**config.mk**
```make
export PLATFORM = sky130hd
export DESIGN_NAME = pipe_ifid_queue
export DESIGN_NICKNAME = d
export VERILOG_FILES = /design/src/rtl/pipe_ifid_queue_pkg.sv /design/src/rtl/ifid_queue_ram.sv /design/src/rtl/pipe_ifid_queue.sv
export SDC_FILE = /design/constraint.sdc
export NUM_CORES = 1
export LEC_CHECK = 0
export CORE_MARGIN = 2
export CORE_UTILIZATION = 55
export CTS_CLUSTER_DIAMETER = 100
export DETAILED_ROUTE_END_ITERATION = 8
export GPL_TIMING_DRIVEN = 0
export HOLD_SLACK_MARGIN = 0.1
export PLACE_DENSITY = 0.8
export SLEW_MARGIN = 20
export SYNTH_ARGS = -nofsm -noshare
export SYNTH_HDL_FRONTEND = slang
export SYNTH_SLANG_ARGS = --single-unit
```
**constraint.sdc**
```tcl
create_clock -name clock -period 4.26 [get_ports clock]
set_input_delay 1.278 -clock clock [delete_from_list [all_inputs] [get_ports clock]]
set_output_delay 1.278 -clock clock [all_outputs]
set_load 0.01 [all_outputs]
```
**src/rtl/pipe_ifid_queue_pkg.sv**
```systemverilog
// Shared definitions for the IF/ID instruction queue and the fetch/decode
// stages around it.
//   INS_W   : instruction word width
//   NOP_INS : instruction word presented to decode when nothing is queued
package pipe_ifid_queue_pkg;

    localparam int INS_W = 32;
    localparam logic [INS_W-1:0] NOP_INS = 32'h0000_0000;

endpackage

```
**src/rtl/ifid_queue_ram.sv**
```systemverilog
// Storage array for the IF/ID instruction queue.
// DEPTH x W register array with one synchronous write port and one
// asynchronous read port.
// Ports:
//   clock : write clock, rising edge
//   we    : write enable
//   waddr : write address
//   wdata : write data
//   raddr : read address
//   rdata : read data, combinational from raddr
module ifid_queue_ram #(
    parameter int DEPTH = 4,
    parameter int W     = 64
) (
    input  logic                     clock,
    input  logic                     we,
    input  logic [$clog2(DEPTH)-1:0] waddr,
    input  logic [W-1:0]             wdata,
    input  logic [$clog2(DEPTH)-1:0] raddr,
    output logic [W-1:0]             rdata
);

    logic [W-1:0] mem [DEPTH];

    // Contents are deliberately not reset; only pointers and count are.
    always_ff @(posedge clock) begin
        if (we) begin
            mem[waddr] <= wdata;
        end
    end

    assign rdata = mem[raddr];

endmodule

```
**src/rtl/pipe_ifid_queue.sv**
```systemverilog
// Instruction queue between fetch and decode. Buffers {pc4, ins} pairs so a
// decode stall does not immediately stall fetch, presents the oldest entry
// to decode, and discards everything on a taken branch/jump flush.
// Ports:
//   clock, reset      : rising-edge clock, synchronous active-high reset
//   if_valid/if_pc4/if_ins : entry offered by fetch
//   if_ready          : queue not full (depends on registered state only)
//   id_ready          : decode consumes the head entry
//   id_valid/id_pc4/id_ins : head entry; zeros / NOP when empty
//   flush             : drop all queued and incoming entries
//   count             : number of valid entries, 0..DEPTH
module pipe_ifid_queue
    import pipe_ifid_queue_pkg::*;
#(
    parameter int DEPTH = 4,
    parameter int AW    = 32
) (
    input  logic                     clock,
    input  logic                     reset,
    input  logic                     if_valid,
    input  logic [AW-1:0]            if_pc4,
    input  logic [AW-1:0]            if_ins,
    output logic                     if_ready,
    input  logic                     id_ready,
    output logic                     id_valid,
    output logic [AW-1:0]            id_pc4,
    output logic [AW-1:0]            id_ins,
    input  logic                     flush,
    output logic [$clog2(DEPTH):0]   count
);

    localparam int PW = $clog2(DEPTH);
    localparam int CW = PW + 1;

    logic [PW-1:0]   rd_ptr;
    logic [PW-1:0]   wr_ptr;
    logic [CW-1:0]   cnt;
    logic            empty;
    logic            full;
    logic            push;
    logic            pop;
    logic [2*AW-1:0] head;

    // Empty/full come from the count so a full queue is never mistaken for
    // an empty one when the pointers coincide.
    assign empty = (cnt == '0);
    assign full  = (cnt == CW'(DEPTH));

    assign push = if_valid & ~full  & ~flush;
    assign pop  = id_ready & ~empty & ~flush;

    always_ff @(posedge clock) begin
        if (reset || flush) begin
            rd_ptr <= '0;
            wr_ptr <= '0;
            cnt    <= '0;
        end else begin
            // Pointer width equals log2(DEPTH), so the increment wraps
            // modulo DEPTH on its own.
            if (push) begin
                wr_ptr <= wr_ptr + PW'(1);
            end
            if (pop) begin
                rd_ptr <= rd_ptr + PW'(1);
            end
            if (push && !pop) begin
                cnt <= cnt + CW'(1);
            end else if (pop && !push) begin
                cnt <= cnt - CW'(1);
            end
        end
    end

    ifid_queue_ram #(
        .DEPTH (DEPTH),
        .W     (2 * AW)
    ) u_ram (
        .clock (clock),
        .we    (push),
        .waddr (wr_ptr),
        .wdata ({if_pc4, if_ins}),
        .raddr (rd_ptr),
        .rdata (head)
    );

    assign if_ready = ~full;
    assign id_valid = ~empty;
    assign id_pc4   = empty ? '0 : head[2*AW-1:AW];
    assign id_ins   = empty ? AW'(NOP_INS) : head[AW-1:0];
    assign count    = cnt;

endmodule
```
**Run 1: signal wires on met3**

(3 px per um)
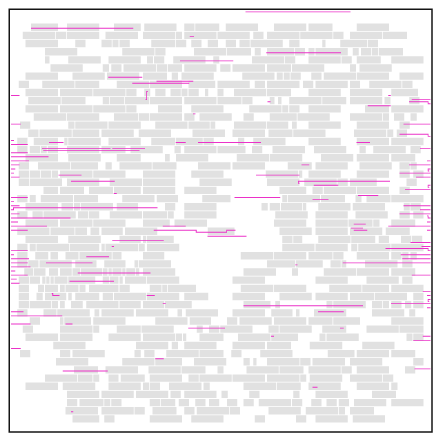
longest straight run	47.8 um
main direction	horizontal

**Run 1: routing congestion**

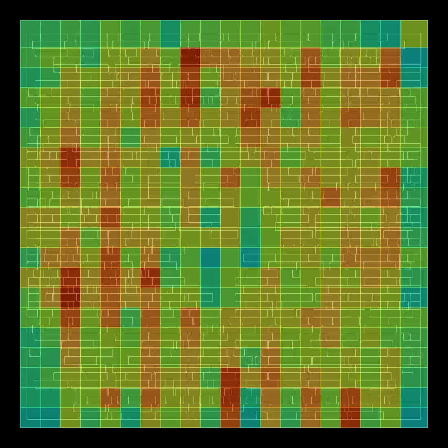
routed length per placed instance: 22.8 um
met2 layer usage reported by global route: 36.0%
global routing usage on met3: 3.21%
met1 Usage GRT: 27.5%
Tot GR Track Use: 20.5%

**Run 1: signal wires on met2**

(3 px per um)
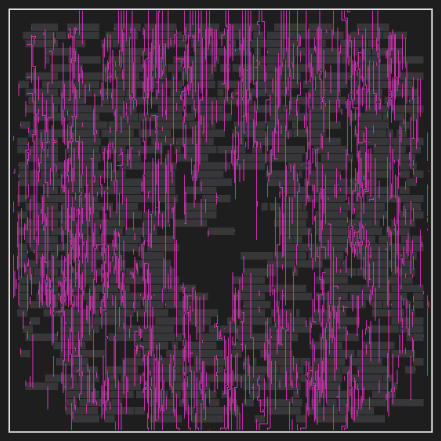
longest straight run	59.8 um
nets with wire on the layer	647
main direction	vertical
share of all routed wire	52%

**Run 1: routed metal per tile**

(3 px per um) The die is cut into 28 by 28 equal tiles; dark blue is low, red is high, scaled to the fullest tile. Values are wire area over tile area, all layers added.
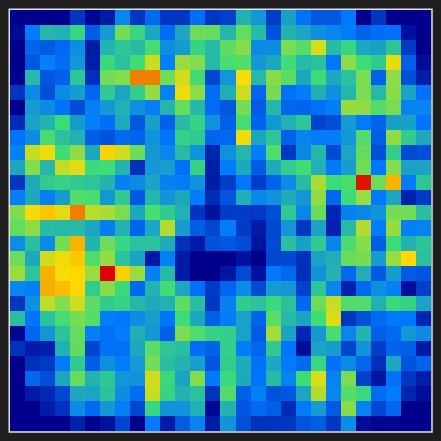
densest ninth of the die	left middle
nearly empty tiles	5.2%
tiles over half the peak	20%
emptiest ninth of the die	middle
mean over tiles	0.16
fullest tile	0.48

==> run summary, run 1 <==
Synthesis and PnR results.

- The total clock buffers created by CTS is 27.
- The post-route netlist has between 20% and 30% of its cells at a drive strength greater than 1.
- The sequential cell area in the final layout is 0.00787 mm2.
- The most common logic cell in the routed design reads sky130_fd_sc_hd__edfxtp_1.
- According to the finish report, the design has a final net count of roughly 700.
- The class of the worst hold path reads reg -> reg.
- Per STA, the worst path is made up of or3_1, clkbuf_1, and2_1, clkdlybuf4s50_1.
- For this run, the number of Yosys warnings is 0.
- The post-route total power is approximately 0.006 W.
- The startpoint kind of the worst setup timing path is a flop.
- Power spread over the standard cell area amounts to roughly 460 mW/mm2.
- The clock tree has to reach ~270 sinks.
- The leakage component of the power is roughly 4.2 nW.
- The number of placed cells counting well taps reads roughly 830.
- The via count reads between 5000 and 6000.
- The slew at the pin closest to its max-slew limit reads slightly below 600 ps.
- At the later pin of the worst-skew pair, clock insertion delay measures between 500 and 600 ps.
- The wire length recorded after detailed routing is about 20 mm.
- The I/O pin count is ~140.
- The number of hold buffers added after cts reads 0.
- Of all nets on the critical path, the largest fanout is 11.
- The number of cells reported by Yosys stat comes to between 400 and 500.
- The peak clock frequency supported by timing reads approximately 250 MHz.
- The synthesis-stage register bit count is about 270.
- The final non-filler cell total is a little under 900.
- The count of max-cap constraint violations is 0.
- The category of cells accounting for the largest share of critical-path delay reads buffers and inverters.
- The overall die width is ~140 um.
- TritonCTS built the clock tree.
- The count of nets left with antenna violations after detail routing reads 0.
- The total die size is 0.0197 mm2.
- The critical path endpoint has a required time of 2980 ps.
- The mapped netlist covers 0.0102 mm2.
- The instance tally after logic synthesis reads between 400 and 500.
- The number of hold-slack violations in the final timing report is 0.
- The pre-placement core utilization reads between 50 and 60%.
- Of the available clock period, the critical path in the final layout requires a little over nine tenths.
- The global-route wire length before repair is 30.8 mm.
- The first-pass detailed-route iteration total reads 5.
- The number of antenna violations at the first check in global routing reads 1.
- The critical path's slowest stage uses the library cell sky130_fd_sc_hd__clkdlybuf4s50_1.
- The worst slew slack as a fraction of its limit is about three fifths.
- The first routing iteration left around 330 violations.
- The flow ran to the end, and the final reports show no timing, DRC or antenna violations.
- Counting distinct cell types in the post-synthesis netlist gives 30.
- By instance count after routing, the leading logic cell types are sky130_fd_sc_hd__edfxtp_1 (256), sky130_fd_sc_hd__clkdlybuf4s50_1 (137), sky130_fd_sc_hd__and2_1 (64), sky130_fd_sc_hd__mux4_2 (60), sky130_fd_sc_hd__clkbuf_16 (27).
- The number of buffers added for setup after CTS is 0.
run 1: cell families (layout without fill, tap and decap cells):
group / after synthesis / after routing / synth area share (%)
flip-flops: 265 / 265 / 76.9
AND/OR/NAND/NOR: 83 / 83 / 4.97
multiplexers: 65 / 65 / 14.3
buffers and inverters: 26 / 215 / 2.14
AND-OR/OR-AND: 7 / 7 / 0.501
adder cells (fa/ha/maj): 6 / 6 / 0.807
XOR/XNOR: 4 / 4 / 0.342
run 1: cell usage after synthesis (all sizes together):
cell type,n,share of area [%]
edfxtp,256,75
and3,4,0.24
nand4,1,0.061
nor2,6,0.22
a21oi,2,0.098
mux2i,1,0.098
ha,5,0.61
inv,3,0.11
or3b,1,0.086
mux4,64,14
and2,65,4.0
clkbuf,9,0.34
fa,1,0.20
nand3,1,0.049
nor2b,1,0.061
buf,14,1.7
o21ai,1,0.049
xor2,4,0.34
or3,2,0.12
o311ai,1,0.086
a21o,1,0.073
or2,2,0.12
o31ai,2,0.20
dfxtp,9,1.8
run 1: layout make-up:
class                      instances  area share (%)
tap                              229            2.20
sequential                       265            60.4
multi-input combinational        165            16.6
clock inverter                    15            2.11
clock buffer                      34            5.77
buffer                            22            1.57
timing repair buffer             141            11.3
inverter                           3          0.0864
run 1: power breakdown:
part | internal (W) | switching, W
registers | 0.00290 | 0.0000134
clock network | 0.00173 | 0.000936
logic | 0.000229 | 0.000179
run 1: registers in the layout, summed over array words and instances, names as in the netlist, named ones only:
| register | cells |
|---|---|
| count | 3 |
| wr_ptr | 2 |
| rd_ptr | 2 |
| u_ram.mem | 256 |
run 1: through the flow:
step                      util [%]  area, um2  worst slack, ps  hold WS [ps]
after CTS                     72.0      13000              139           550
after global routing          72.0      13000             19.9           599
final                         72.0      13000              211           554
after global placement        65.7      11900            -1030           507
after detailed placement      66.4      12000              395           525
after floorplan                  -      10200              640           485
run 1: layer usage:
layer | global-route usage (%) | vias up | share of wire, %
li1 | - | 2195 | -
met1 | 27.5 | 2623 | 41
met2 | 36.0 | 165 | 52
met3 | 3.21 | 30 | 5.1
met4 | 4.84 | 0 | 1.8
met5 | 0 | - | 0
run 1: worst min-delay path, delay by kind of cell, from the launching register on:
kind / cells / cell delay [ps]
xor gates and xnor gates: 1 / 70
and+or+nand+nor: 1 / 110
DFF: 1 / 330
run 1: worst paths after layout:
kind | slack [ps] | endpoint | depth (start not counted) | start
setup / recovery | 210 | id_ins[22] | 4 | count[0]
hold / removal | 550 | rd_ptr[1] | 2 | rd_ptr[1]
hold reg to reg | 550 | rd_ptr[1] | 2 | rd_ptr[1]
setup reg to reg | 1890 | count[2] | 8 | count[0]
## Run 2: what changed since run 1
--- a/config.mk
+++ b/config.mk
@@ -7,7 +7,6 @@
 export LEC_CHECK = 0
 export CORE_MARGIN = 2
 export CORE_UTILIZATION = 55
-export CTS_CLUSTER_DIAMETER = 100
 export DETAILED_ROUTE_END_ITERATION = 8
 export GPL_TIMING_DRIVEN = 0
 export HOLD_SLACK_MARGIN = 0.1
**Run 2: routed metal per tile**

(3 px per um) The die is cut into 28 by 28 equal tiles; dark blue is low, red is high, scaled to the fullest tile. Values are wire area over tile area, all layers added.
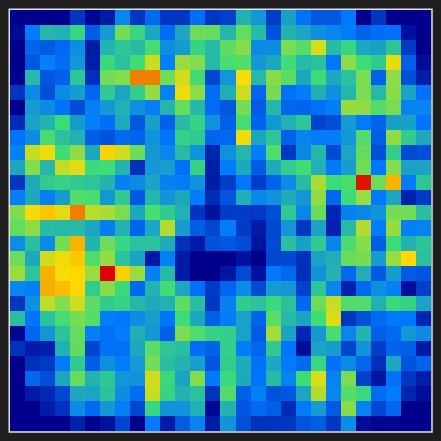
emptiest ninth of the die	middle
fullest tile	0.48
tiles over half the peak	20%
wire length after detailed routing: 19.9 mm
via count of the routed design: 5013

**Run 2: signal wires on met2**

(3 px per um)
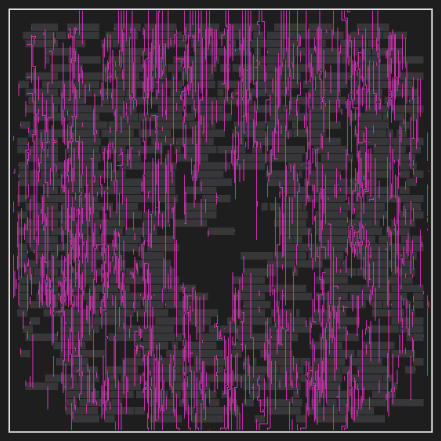
nets with wire on the layer	647
wire length on this layer	10400 um
share of all routed wire	52%
main direction	vertical
longest straight run	59.8 um

==> run summary, run 2 <==
Synthesis and PnR results.

- The flow ran to the end, and the final reports show no timing, DRC or antenna violations.
- The top cell type in the final layout, fill and taps aside, is sky130_fd_sc_hd__edfxtp_1.
- The simple-gate share of the synthesized area is 4.97% (unchanged).
- The most common cell in the synthesized netlist is sky130_fd_sc_hd__edfxtp_1.
- The share of the clock period used by the worst path is 95.0% (unchanged).
- The synthesis run shows the most used standard cells to be sky130_fd_sc_hd__edfxtp_1 (256), sky130_fd_sc_hd__and2_1 (64), sky130_fd_sc_hd__mux4_2 (60).
- The highest net fanout along the worst path was 11 (unchanged).
- The first-pass detailed-route iteration total reads 5 (unchanged).
- The pre-placement core utilization is 56.6% (unchanged).
- The main combinational cell family by area after synthesis reads multiplexers.
- The count of max-cap constraint violations reads 0 (unchanged).
- The peak clock frequency supported by timing is 247 MHz (unchanged).
- The final routed wire length divided by cell count is 22.8 um (unchanged).
- The minimum setup slack after placement is 395 ps (unchanged).
- The instance tally after logic synthesis came to 456 (unchanged).
- The Yosys warning count is 0 (unchanged).
- The top cell type's share of synthesized area is 75.1% (unchanged).
- The worst hold slack across all endpoints came to 554 ps (unchanged).
- The startpoint kind of the worst setup timing path reads a flop.
- The synthesized-area fraction occupied by xor and xnor cells was 0.342% (unchanged).
- The synthesis-stage register bit count reads 265 (unchanged).
- The clock network latency to the later pin of the worst-skew pair is 520 ps (about the same).
- The slew at the pin closest to its max-slew limit came to 591 ps (unchanged).
- The worst-case setup margin in the final layout reads 211 ps (unchanged).
- The post-synthesis cell area is 0.0102 mm2 (unchanged).
- The leakage component of the power is 4.21 nW (unchanged).
- The post-route total power was 0.00599 W (unchanged).
- The number of hold-slack violations in the final timing report was 0 (unchanged).
- Yosys attributes the largest share of cell area to sky130_fd_sc_hd__edfxtp_1 (75%), sky130_fd_sc_hd__mux4_2 (13%), sky130_fd_sc_hd__and2_1 (3.9%).
**Run 2: pin placement**

(3 px per um) Pins as bars across the die edge, other pins in grey.
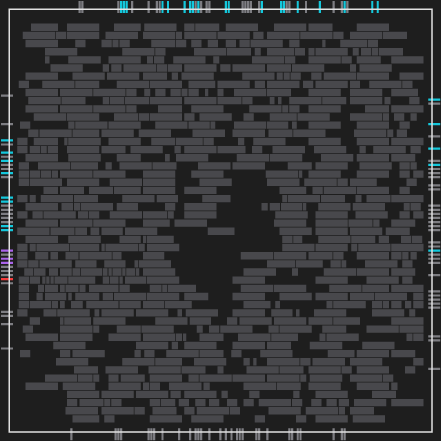
colour	port	pins	direction	edge
cyan	`id_ins`	32	output	19 top, 8 left, 5 right
purple	`count`	3	output	left
red	`reset`	1	input	left
die x size: 140 um
count of input and output buffers: 137

==> run 2: power breakdown <==
part	internal, W	total [W]	switching (W)
Clock	0.00173	0.00266	0.000936
Sequential	0.00290	0.00291	0.0000134
Combinational	0.000229	0.000408	0.000179
Total	0.00486	0.00599	0.00113
==> run 2: cells by family (layout without fill, tap and decap cells) <==
logic type	count (synthesis)	count (layout)
and+or+nand+nor	83	83
adders and majority gates	6	6
DFF	265	265
muxes	65	65
buffers and inverters	26	215
xor gates and xnor gates	4	4
AOI/OAI and AO/OA	7	7
==> run 2: timing repair <==
item                                    CTS  global route
hold endpoints to repair                  0             0
endpoints found under the setup margin    1             0
resized                                   0             0
==> run 2: critical path: stages (launching register included) <==
cell                              delay (ps)
sky130_fd_sc_hd__dfxtp_1                 500
sky130_fd_sc_hd__or3_1                   470
sky130_fd_sc_hd__clkbuf_1                440
sky130_fd_sc_hd__and2_1                  270
sky130_fd_sc_hd__clkdlybuf4s50_1         560
==> run 2: final cells by class <==
type | instances | area (um2)
timing repair buffer | 141 | 1470
clock inverter | 15 | 275
buffer | 22 | 204
sequential | 265 | 7870
fill | 1059 | 5060
inverter | 3 | 11.3
multi-input combinational | 165 | 2160
tap | 229 | 287
clock buffer | 34 | 752
==> run 2: stage by stage <==
stage,utilization [%],std cells,setup TNS [ps],area [um2]
3_3_place_gp,65.7,822,-260900,11900
6_report,72.0,874,0,13000
2_1_floorplan,-,456,0,10200
3_5_place_dp,66.4,826,0,12000
5_1_grt,72.0,874,0,13000
4_1_cts,72.0,874,0,13000
==> run 2: metal layers <==
layer	part of all wire (%)	vias to the layer above	track usage, %
met3	5.1	30	3.21
li1	-	2195	-
met1	41	2623	27.5
met2	52	165	36.0
met4	1.8	0	4.84
met5	0	-	0
==> run 2: final timing paths <==
check / start / to / slack (ps) / cells past startpoint
setup / recovery: count[0] / id_ins[22] / 210 / 4
hold / removal: rd_ptr[1] / rd_ptr[1] / 550 / 2
setup reg to reg: count[0] / count[2] / 1890 / 8
hold reg to reg: rd_ptr[1] / rd_ptr[1] / 550 / 2
No activity file was given, so power comes from the tool's default toggle rates.
